`src/rtl/instr_fetch_pkg.sv`:
```
// ---------------------------------------------------------------------------
// instr_fetch_pkg
// Shared CPU definitions used by the fetch stage and its neighbours:
//   - fetch_state_e : fetch FSM states (IDLE, REQ, HOLD)
//   - OP_*          : primary opcode values (instr[31:26])
//   - DEFAULT_RESET_PC : byte address of the first instruction after reset
// ---------------------------------------------------------------------------
package instr_fetch_pkg;

    typedef enum logic [1:0] {
        IDLE = 2'd0,
        REQ  = 2'd1,
        HOLD = 2'd2
    } fetch_state_e;

    localparam logic [5:0] OP_RTYPE = 6'h00;
    localparam logic [5:0] OP_ORI   = 6'h0D;
    localparam logic [5:0] OP_LW    = 6'h23;
    localparam logic [5:0] OP_SW    = 6'h2B;
    localparam logic [5:0] OP_BEQ   = 6'h04;
    localparam logic [5:0] OP_J     = 6'h02;

    localparam logic [31:0] DEFAULT_RESET_PC = 32'h0000_0000;

endpackage

```
`src/rtl/instr_fetch_if.sv`:
```
// ---------------------------------------------------------------------------
// instr_fetch_if
// Instruction-memory request/acknowledge bus.
//   imem_req   : fetch request (fetch unit -> memory)
//   imem_addr  : word-aligned byte address (fetch unit -> memory)
//   imem_ack   : data returned this cycle (memory -> fetch unit)
//   imem_rdata : instruction word, valid with imem_ack (memory -> fetch unit)
// Modports: master = fetch unit, slave = instruction memory.
// ---------------------------------------------------------------------------
interface instr_fetch_if #(
    parameter int ADDR_W = 32
);
    logic              imem_req;
    logic [ADDR_W-1:0] imem_addr;
    logic              imem_ack;
    logic [31:0]       imem_rdata;

    modport master (
        output imem_req,
        output imem_addr,
        input  imem_ack,
        input  imem_rdata
    );

    modport slave (
        input  imem_req,
        input  imem_addr,
        output imem_ack,
        output imem_rdata
    );
endinterface

```
`src/rtl/instr_fetch_next_pc.sv`:
```
// ---------------------------------------------------------------------------
// instr_fetch_next_pc
// Purely combinational next-PC selection for the fetch stage.
//   pc_plus4   in  ADDR_W : address of the sequential successor
//   instr_low  in  26     : instr[25:0] of the retiring instruction
//   branch     in  1      : BEQ decoded
//   zero       in  1      : ALU zero flag
//   jump       in  1      : J decoded (wins over branch)
//   next_pc    out ADDR_W : address of the next instruction to fetch
// ---------------------------------------------------------------------------
module instr_fetch_next_pc #(
    parameter int ADDR_W = 32
) (
    input  logic [ADDR_W-1:0] pc_plus4,
    input  logic [25:0]       instr_low,
    input  logic              branch,
    input  logic              zero,
    input  logic              jump,
    output logic [ADDR_W-1:0] next_pc
);

    logic signed [ADDR_W-1:0] br_offset;
    logic signed [ADDR_W-1:0] br_target;
    logic        [ADDR_W-1:0] j_target;

    // Word offset sign-extended and scaled to bytes in a single concatenation.
    assign br_offset = {{(ADDR_W-18){instr_low[15]}}, instr_low[15:0], 2'b00};
    // Wraps modulo 2^ADDR_W by construction of the fixed-width add.
    assign br_target = $signed(pc_plus4) + br_offset;
    // Jump keeps the upper region bits of the sequential successor.
    assign j_target  = {pc_plus4[ADDR_W-1:28], instr_low, 2'b00};

    always_comb begin
        next_pc = pc_plus4;
        if (jump) begin
            next_pc = j_target;
        end else if (branch && zero) begin
            next_pc = br_target;
        end
    end

endmodule

```
`src/rtl/instr_fetch.sv`:
```
// ---------------------------------------------------------------------------
// instr_fetch
// Single-outstanding-request instruction fetch stage. After reset it idles
// one cycle, requests the word at pc, holds the returned instruction until
// the core retires it (advance), then requests the next PC.
//   clk, rst_n   : clock, asynchronous active-low reset
//   imem         : instruction-memory bus (master side)
//   instr_valid  : instr/op/funct/pc hold a fetched instruction
//   instr        : current instruction word
//   op, funct    : instr[31:26], instr[5:0]
//   pc, pc_plus4 : address of current instruction and its successor
//   advance      : current instruction retires this cycle
//   branch, zero, jump : next-PC controls, used only when retiring
//   retired_cnt  : free-running count of retired instructions
// ---------------------------------------------------------------------------
module instr_fetch
    import instr_fetch_pkg::*;
#(
    parameter int                ADDR_W   = 32,
    parameter logic [ADDR_W-1:0] RESET_PC = ADDR_W'(DEFAULT_RESET_PC)
) (
    input  logic              clk,
    input  logic              rst_n,
    instr_fetch_if.master     imem,
    output logic              instr_valid,
    output logic [31:0]       instr,
    output logic [5:0]        op,
    output logic [5:0]        funct,
    output logic [ADDR_W-1:0] pc,
    output logic [ADDR_W-1:0] pc_plus4,
    input  logic              advance,
    input  logic              branch,
    input  logic              zero,
    input  logic              jump,
    output logic [31:0]       retired_cnt
);

    localparam logic [ADDR_W-1:0] PC_RST = {RESET_PC[ADDR_W-1:2], 2'b00};

    fetch_state_e      state_q, state_d;
    logic [ADDR_W-1:0] pc_q, pc_d;
    logic [31:0]       instr_q, instr_d;
    logic              instr_valid_q, instr_valid_d;
    logic [31:0]       retired_cnt_q, retired_cnt_d;
    logic [ADDR_W-1:0] next_pc;

    instr_fetch_next_pc #(
        .ADDR_W (ADDR_W)
    ) u_next_pc (
        .pc_plus4  (pc_plus4),
        .instr_low (instr_q[25:0]),
        .branch    (branch),
        .zero      (zero),
        .jump      (jump),
        .next_pc   (next_pc)
    );

    always_ff @(posedge clk or negedge rst_n) begin
        if (!rst_n) begin
            state_q       <= IDLE;
            pc_q          <= PC_RST;
            instr_q       <= 32'h0;
            instr_valid_q <= 1'b0;
            retired_cnt_q <= 32'h0;
        end else begin
            state_q       <= state_d;
            pc_q          <= pc_d;
            instr_q       <= instr_d;
            instr_valid_q <= instr_valid_d;
            retired_cnt_q <= retired_cnt_d;
        end
    end

    always_comb begin
        state_d       = state_q;
        pc_d          = pc_q;
        instr_d       = instr_q;
        instr_valid_d = instr_valid_q;
        retired_cnt_d = retired_cnt_q;

        unique case (state_q)
            IDLE: begin
                state_d = REQ;
            end
            REQ: begin
                if (imem.imem_ack) begin
                    instr_d       = imem.imem_rdata;
                    instr_valid_d = 1'b1;
                    state_d       = HOLD;
                end
            end
            HOLD: begin
                // instr_valid is always set in HOLD, so advance is honoured
                // only while an instruction is actually presented.
                if (advance && instr_valid_q) begin
                    pc_d          = {next_pc[ADDR_W-1:2], 2'b00};
                    instr_valid_d = 1'b0;
                    retired_cnt_d = retired_cnt_q + 32'd1;
                    state_d       = REQ;
                end
            end
            default: begin
                state_d = IDLE;
            end
        endcase
    end

    // Request is a pure function of state so reset drops it without a clock.
    assign imem.imem_req  = (state_q == REQ);
    assign imem.imem_addr = pc_q;

    assign instr_valid = instr_valid_q;
    assign instr       = instr_q;
    assign op          = instr_q[31:26];
    assign funct       = instr_q[5:0];
    assign pc          = pc_q;
    assign pc_plus4    = pc_q + {{(ADDR_W-3){1'b0}}, 3'd4};
    assign retired_cnt = retired_cnt_q;

endmodule

```
`src/flat_wrapper.sv`:
```
// flat-port wrapper written by rule: the top's interface ports become plain ports
module instr_fetch_flat import instr_fetch_pkg::*;
#(
    parameter int                ADDR_W   = 32,
    parameter logic [ADDR_W-1:0] RESET_PC = ADDR_W'(DEFAULT_RESET_PC)
)
  (clk, rst_n, instr_valid, instr, op, funct, pc, pc_plus4, advance, branch, zero, jump, retired_cnt, imem_imem_req, imem_imem_addr, imem_imem_ack, imem_imem_rdata);
  instr_fetch_if #(.ADDR_W(ADDR_W)) imem_i ();
  input  logic clk;
  input  logic rst_n;
  output logic instr_valid;
  output logic [31:0] instr;
  output logic [5:0] op;
  output logic [5:0] funct;
  output logic [ADDR_W-1:0] pc;
  output logic [ADDR_W-1:0] pc_plus4;
  input  logic advance;
  input  logic branch;
  input  logic zero;
  input  logic jump;
  output logic [31:0] retired_cnt;
  output wire logic [$bits(imem_i.imem_req)-1:0] imem_imem_req;
  output wire logic [$bits(imem_i.imem_addr)-1:0] imem_imem_addr;
  input wire logic [$bits(imem_i.imem_ack)-1:0] imem_imem_ack;
  input wire logic [$bits(imem_i.imem_rdata)-1:0] imem_imem_rdata;
  assign imem_imem_req = imem_i.imem_req;
  assign imem_imem_addr = imem_i.imem_addr;
  assign imem_i.imem_ack = imem_imem_ack;
  assign imem_i.imem_rdata = imem_imem_rdata;
  instr_fetch #(.ADDR_W(ADDR_W), .RESET_PC(RESET_PC)) u_core (.clk(clk), .rst_n(rst_n), .imem(imem_i), .instr_valid(instr_valid), .instr(instr), .op(op), .funct(funct), .pc(pc), .pc_plus4(pc_plus4), .advance(advance), .branch(branch), .zero(zero), .jump(jump), .retired_cnt(retired_cnt));
endmodule
```
`config.mk`:
```
export PLATFORM = sky130hd
export DESIGN_NAME = instr_fetch_flat
export DESIGN_NICKNAME = d
export VERILOG_FILES = /design/src/rtl/instr_fetch_pkg.sv /design/src/rtl/instr_fetch_if.sv /design/src/rtl/instr_fetch_next_pc.sv /design/src/rtl/instr_fetch.sv /design/src/flat_wrapper.sv
export SDC_FILE = /design/constraint.sdc
export NUM_CORES = 1
export LEC_CHECK = 0
export ABC_CLOCK_PERIOD_IN_PS = 8400
export CAP_MARGIN = 20
export CORE_UTILIZATION = 40
export CTS_BUF_LIST = sky130_fd_sc_hd__clkbuf_2
export CTS_CLUSTER_DIAMETER = 40
export CTS_CLUSTER_SIZE = 30
export DETAILED_ROUTE_END_ITERATION = 10
export GPL_TIMING_DRIVEN = 0
export MAX_ROUTING_LAYER = met4
export PLACE_DENSITY = 0.71
export SYNTH_ARGS = -nofsm -noshare
export SYNTH_HDL_FRONTEND = slang
export SYNTH_SLANG_ARGS = --single-unit
```
`constraint.sdc`:
```
create_clock -name clk -period 8.4 [get_ports clk]
set_clock_uncertainty 0.2 [all_clocks]
set_input_delay 1.68 -clock clk [delete_from_list [all_inputs] [get_ports clk]]
set_output_delay 1.68 -clock clk [all_outputs]
set_load 0.02 [all_outputs]
```
==> results_dict.tcl, run 1 <==
# collected from the flow reports
set metrics [dict create \
    finalCriticalPeriod_ps 5680 \
    grt_pass1_vias 6251 \
    cts_resized 0 \
    cp_max_fo 6 \
    fin_cells 1230 \
    drc 0 \
    fmax_mhz 176 \
    dr.first_iter.drc_count 362 \
    finalHoldViolCount 0 \
    dp_hpwl_um 16900 \
    grt_pass1_wl_um 34100 \
    ys.flops 97 \
    crit_chain "ha_1, and4_1, clkbuf_1, nand3_1, nor3_2, nand3_1, xnor2_1, clkdlybuf4s50_1" \
    busiest_layer "met2" \
    startpoint "u_core.imem.imem_addr[2]$_DFFE_PN0P_" \
    chipWidth_um 134 \
    slew_headroom 0.361 \
    syn2layout_area_growth_pct 36.0 \
    cp_slowest_cell "clkdlybuf4s50_1" \
    synth_seq_share 0.347 \
    utilization 0.554 \
    warnings 32 \
    row_count 48 \
    rsz0062_at_grt "no" \
    status "finished clean" \
    worstMarginPinSlew_ps 958 \
    met3_usage 0.0314 \
    critPathRequiredTime_ps 6520 \
    enable_flop_cells 0 \
    cap_violations 0 \
    cts_tree "built" \
    synthCells 776 \
    lay_top_count "clkdlybuf4s50_1" \
    powerDensity_nw_per_um2 423 \
    die_area_um2 18000 \
    setup_viol 0 \
    ys_chip_area_um2 7000 \
    num_vias 6588 \
    slowest_delay_ps 700 \
    ctsRootBufferMaster "clkbuf_2" \
    holdCritStartpoint "u_core.retired_cnt[31]$_DFFE_PN0P_" \
    cts.clk_slew.worst_paths_ps 300 \
    coreArea_um2 17200 \
    peakVddDrop_uv 235 \
    viasPerCell 5.36 \
]
[run 1: critical path: cells and delay by family, from the launching register on]
family	cells	cell delay (ps)
xor gates and xnor gates	1	440
adders and majority gates	1	270
buffers and inverters	2	990
DFF	1	550
and+or+nand+nor	4	910
[run 1: sequential cells by signal, indices dropped and copies added, names as in the netlist]
register and count:
u_core.instr 32, u_core.instr_valid 1, u_core.state_q 2, u_core.retired_cnt 32, u_core.imem.imem_addr 30
[run 1: power by group]
group | internal [mW] | switching (mW)
Combinational | 1.36 | 1.55
Sequential | 0.619 | 0.252
Clock | 0.0759 | 0.181
Total | 2.05 | 1.98
[run 1: cells in the mapped netlist, drive strengths merged (18+ instances only)]
| cell type | n | area share |
|---|---|---|
| xnor2 | 56 | 0.070 |
| xor2 | 22 | 0.028 |
| and3 | 18 | 0.016 |
| ha | 37 | 0.066 |
| clkbuf | 23 | 0.012 |
| o21ai | 46 | 0.033 |
| mux2 | 34 | 0.055 |
| nand3 | 35 | 0.025 |
| nand2 | 78 | 0.042 |
| buf | 56 | 0.060 |
| a21oi | 51 | 0.038 |
| dfrtp | 97 | 0.35 |
| nor2 | 50 | 0.027 |
[run 1: layer usage]
| layer | vias up | part of all wire |
|---|---|---|
| met3 | 32 | 0.049 |
| met1 | 3155 | 0.46 |
| met2 | 221 | 0.47 |
| met4 | 0 | 0.022 |
| met5 | - | 0 |
| li1 | 3180 | - |
[run 1: path summary, 6_finish.rpt]
| check | slack (ps) | cells after the start | endpoint |
|---|---|---|---|
| setup reg to reg | 3930 | 15 | u_core.imem.imem_addr[30]$_DFFE_PN0P_ |
| min in group asynchronous | 790 | 1 | u_core.retired_cnt[29]$_DFFE_PN0P_ |
| max in group asynchronous | 6530 | 2 | u_core.instr[22]$_DFFE_PN0P_ |
| setup / recovery | 2720 | 8 | pc_plus4[26] |
| hold / removal | 300 | 1 | u_core.retired_cnt[31]$_DFFE_PN0P_ |
| hold reg to reg | 300 | 1 | u_core.retired_cnt[31]$_DFFE_PN0P_ |
[run 1: stage by stage]
stage	hold slack [ps]	total power, mW
detailed placement	280	3.75
CTS	309	4.02
global route	318	4.31
global placement	266	3.74
floorplan	346	2.69
finish	300	4.03
[run 1: area by class of cell]
class / instances / area, um^2
sequential: 97 / 2430
clock inverter: 7 / 83.8
tap: 225 / 282
timing repair buffer: 207 / 2090
clock buffer: 9 / 45.0
inverter: 15 / 56.3
antenna: 1 / 2.50
multi-input combinational: 590 / 4030
buffer: 79 / 509
fill: 1615 / 7660
[run 1: cell families (layout without fill, tap and decap cells)]
group,count (synthesis),count (layout),share of synthesized area
flops,97,97,0.347
buf+inv,94,317,0.0808
other cells,1,7,0.000536
mux,41,41,0.0647
fa+ha+maj,38,38,0.0690
simple gates,249,249,0.177
xor+xnor,78,78,0.0976
compound gates,178,178,0.163
Figure 1. Routed clock nets over the placement (run 1).
(2 px per um)
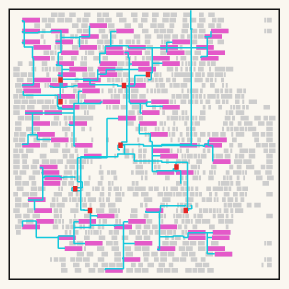
Key: clock wires = cyan [length 1,300 um]; flip-flops = magenta [count 97]; clock-net drivers = red [count 9]
Position of the flops: all over the die.

Figure 2. Gate-type map (run 1).
(2 px per um)
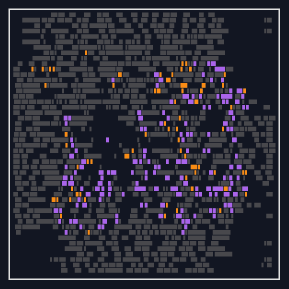
Key: nor cells = orange [cells 66]; aoi and oai cells = purple [cells 154]

Figure 3. The clock network (run 1).
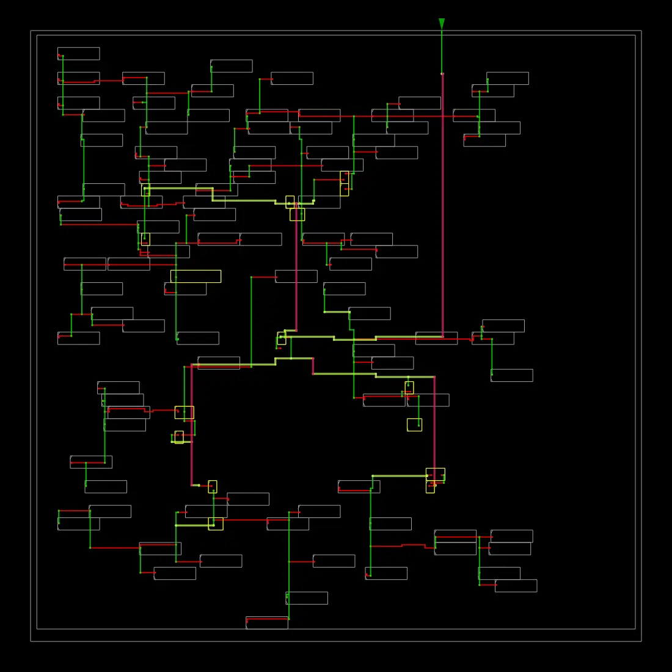
later-pin clock latency in the skew report: 620 ps
Clk. pwr: 0.257 mW
CLK BUF: 9
total CTS buffers: 9
Seq Cell Count: 97

==> run 2, diff against run 1 <==
- ABC_CLOCK_PERIOD_IN_PS: 8400 -> 5610
- clock period: 8.4 -> 5.61 ns (I/O delays scaled with it)
Figure 4. Floorplan with the power grid (run 2).
(3 px per um) Pins as bars on the die edge.
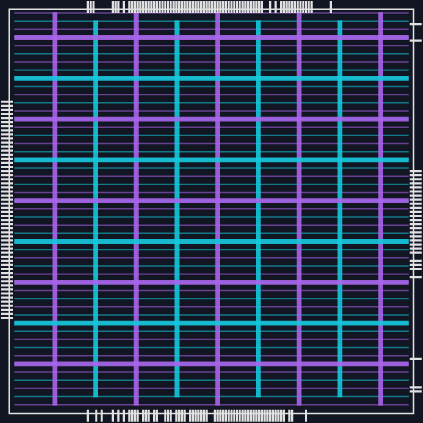
Key: VSS = purple; VDD = cyan
213 signal pins sit on the boundary. 9 straps on met4.

==> run 2 against run 1 <==
  * Sequential share of layout area stayed put
  * Final area is the same
  * First-iteration DRC count is the same
  * Non-clock buffer count unchanged
  * Synthesized area unchanged
  * Total power rose by 50%
  * Die area unchanged
  * Global-route usage is the same
  * Highest routed layer unchanged
==> results_dict.tcl, run 2 <==
# collected from the flow reports
set metrics [dict create \
    power_frac_clock 0.064 \
    simple_gate_share 0.177 \
    fa_ha_area_frac 0.0690 \
    finalCriticalPeriod_ps 5120 \
    n_fill_cell 1615 \
    warnings 32 \
    finalHoldViolCount 0 \
    cap_violations 0 \
    switchingPower_mw 2.96 \
    holdWs_ps 233 \
    chipWidth_um 134 \
    powerDensity_nw_per_um2 634 \
    top_cells_by_count "97 x dfrtp_1, 77 x nand2_1, 56 x xnor2_1" \
    setup_viol 0 \
    peakVddDrop_uv 352 \
    grt_pass1_vias 6251 \
    fmax_mhz 195 \
    rsz0062_at_grt "no" \
    crit_chain "ha_1, and4_1, clkbuf_1, nand3_1, nor3_2, nand3_1, xnor2_1, clkdlybuf4s50_1" \
    cp_top_family "buffers and inverters" \
    synthCells 776 \
    top_cell_area_share 0.347 \
    status "finished clean" \
    cp_slowest_cell "clkdlybuf4s50_1" \
    seqPwrFrac 0.216 \
    worstMarginPinSlew_ps 958 \
    top_area_cell "dfrtp_1" \
    synth.most_common_cell "dfrtp_1" \
    topCellsByArea "dfrtp_1 35%, xnor2_1 7.0%, ha_1 6.6%" \
    grt_pass1_wl_um 34100 \
    dr.first_iter.drc_count 362 \
    lay_top_count "clkdlybuf4s50_1" \
    die_area_um2 18000 \
    power.total_mw 6.03 \
    cts_tree "built" \
    num_vias 6588 \
    cp_max_fo 6 \
    mux_share 0.0647 \
    utilization 0.554 \
    ys_chip_area_um2 7000 \
    ys.flops 97 \
    switching_share 0.491 \
    aoi_share 0.163 \
    enable_flop_cells 0 \
    syn2layout_area_growth_pct 36.0 \
    drc 0 \
    cts.clk_slew.worst_paths_ps 300 \
    slew_headroom 0.361 \
    numCtsBuffers 9 \
    dp_hpwl_um 16900 \
    clock.latency.late_pin_ps 620 \
    ys_sh_xor 0.0976 \
    viasPerCell 5.36 \
    power_frac_comb 0.720 \
    critPathRequiredTime_ps 4290 \
]
Figure 5. Routed clock nets over the placement (run 2).
(2 px per um)
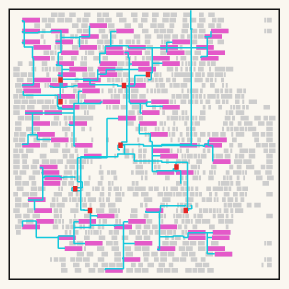
Key: clock-net drivers = red [count 9]; clock wires = cyan [length 1,300 um]; flip-flops = magenta [count 97]
There are 10 routed clock nets.

-- run 2: layer usage --
metal  wire, um  track usage
met1      10100        0.333
met5          0            -
met2      10300        0.402
met3       1070       0.0314
met4        474       0.0811
-- run 2: cell type report --
cell class | instances | area [um^2] | share of cell area
repair buffers | 207 | 2090 | 0.219
plain buffers | 79 | 509 | 0.0535
well taps | 225 | 282 | 0.0296
flip-flops and latches | 97 | 2430 | 0.255
clock buffers | 9 | 45.0 | 0.00473
clock inverters | 7 | 83.8 | 0.00881
multi-input cells | 590 | 4030 | 0.423
diodes | 1 | 2.50 | 0.000263
inverters | 15 | 56.3 | 0.00592
-- run 2: power groups by stage --
stage / registers [mW] / clock network [mW] / logic (mW)
finish: 1.30 / 0.384 / 4.34
detailed placement: 1.32 / 0 / 4.30
CTS: 1.30 / 0.394 / 4.33
global route: 1.34 / 0.430 / 4.69
floorplan: 1.47 / 0 / 2.55
global placement: 1.31 / 0 / 4.30
-- run 2: kinds of logic (layout without fill, tap and decap cells) --
kind of cell | after synthesis | count (layout)
AND/OR/NAND/NOR | 249 | 249
multiplexers | 41 | 41
XOR/XNOR | 78 | 78
other | 1 | 7
AND-OR/OR-AND | 178 | 178
adder cells (fa/ha/maj) | 38 | 38
buffers and inverters | 94 | 317
flip-flops | 97 | 97
-- run 2: final timing paths --
path,from,endpoint,slack [ps],cells past startpoint
worst max-delay path,u_core.imem.imem_addr[2]$_DFFE_PN0P_,pc_plus4[26],490,8
worst min-delay path,rst_n,u_core.retired_cnt[29]$_DFFE_PN0P_,230,1
worst max register to register,u_core.imem.imem_addr[2]$_DFFE_PN0P_,u_core.imem.imem_addr[30]$_DFFE_PN0P_,1140,15
worst min register to register,u_core.retired_cnt[31]$_DFFE_PN0P_,u_core.retired_cnt[31]$_DFFE_PN0P_,300,1
max in group asynchronous,rst_n,u_core.instr[22]$_DFFE_PN0P_,4300,2
min in group clk,u_core.retired_cnt[31]$_DFFE_PN0P_,u_core.retired_cnt[31]$_DFFE_PN0P_,300,1
Power figures rest on the tool's default switching activity, not on a simulated workload.
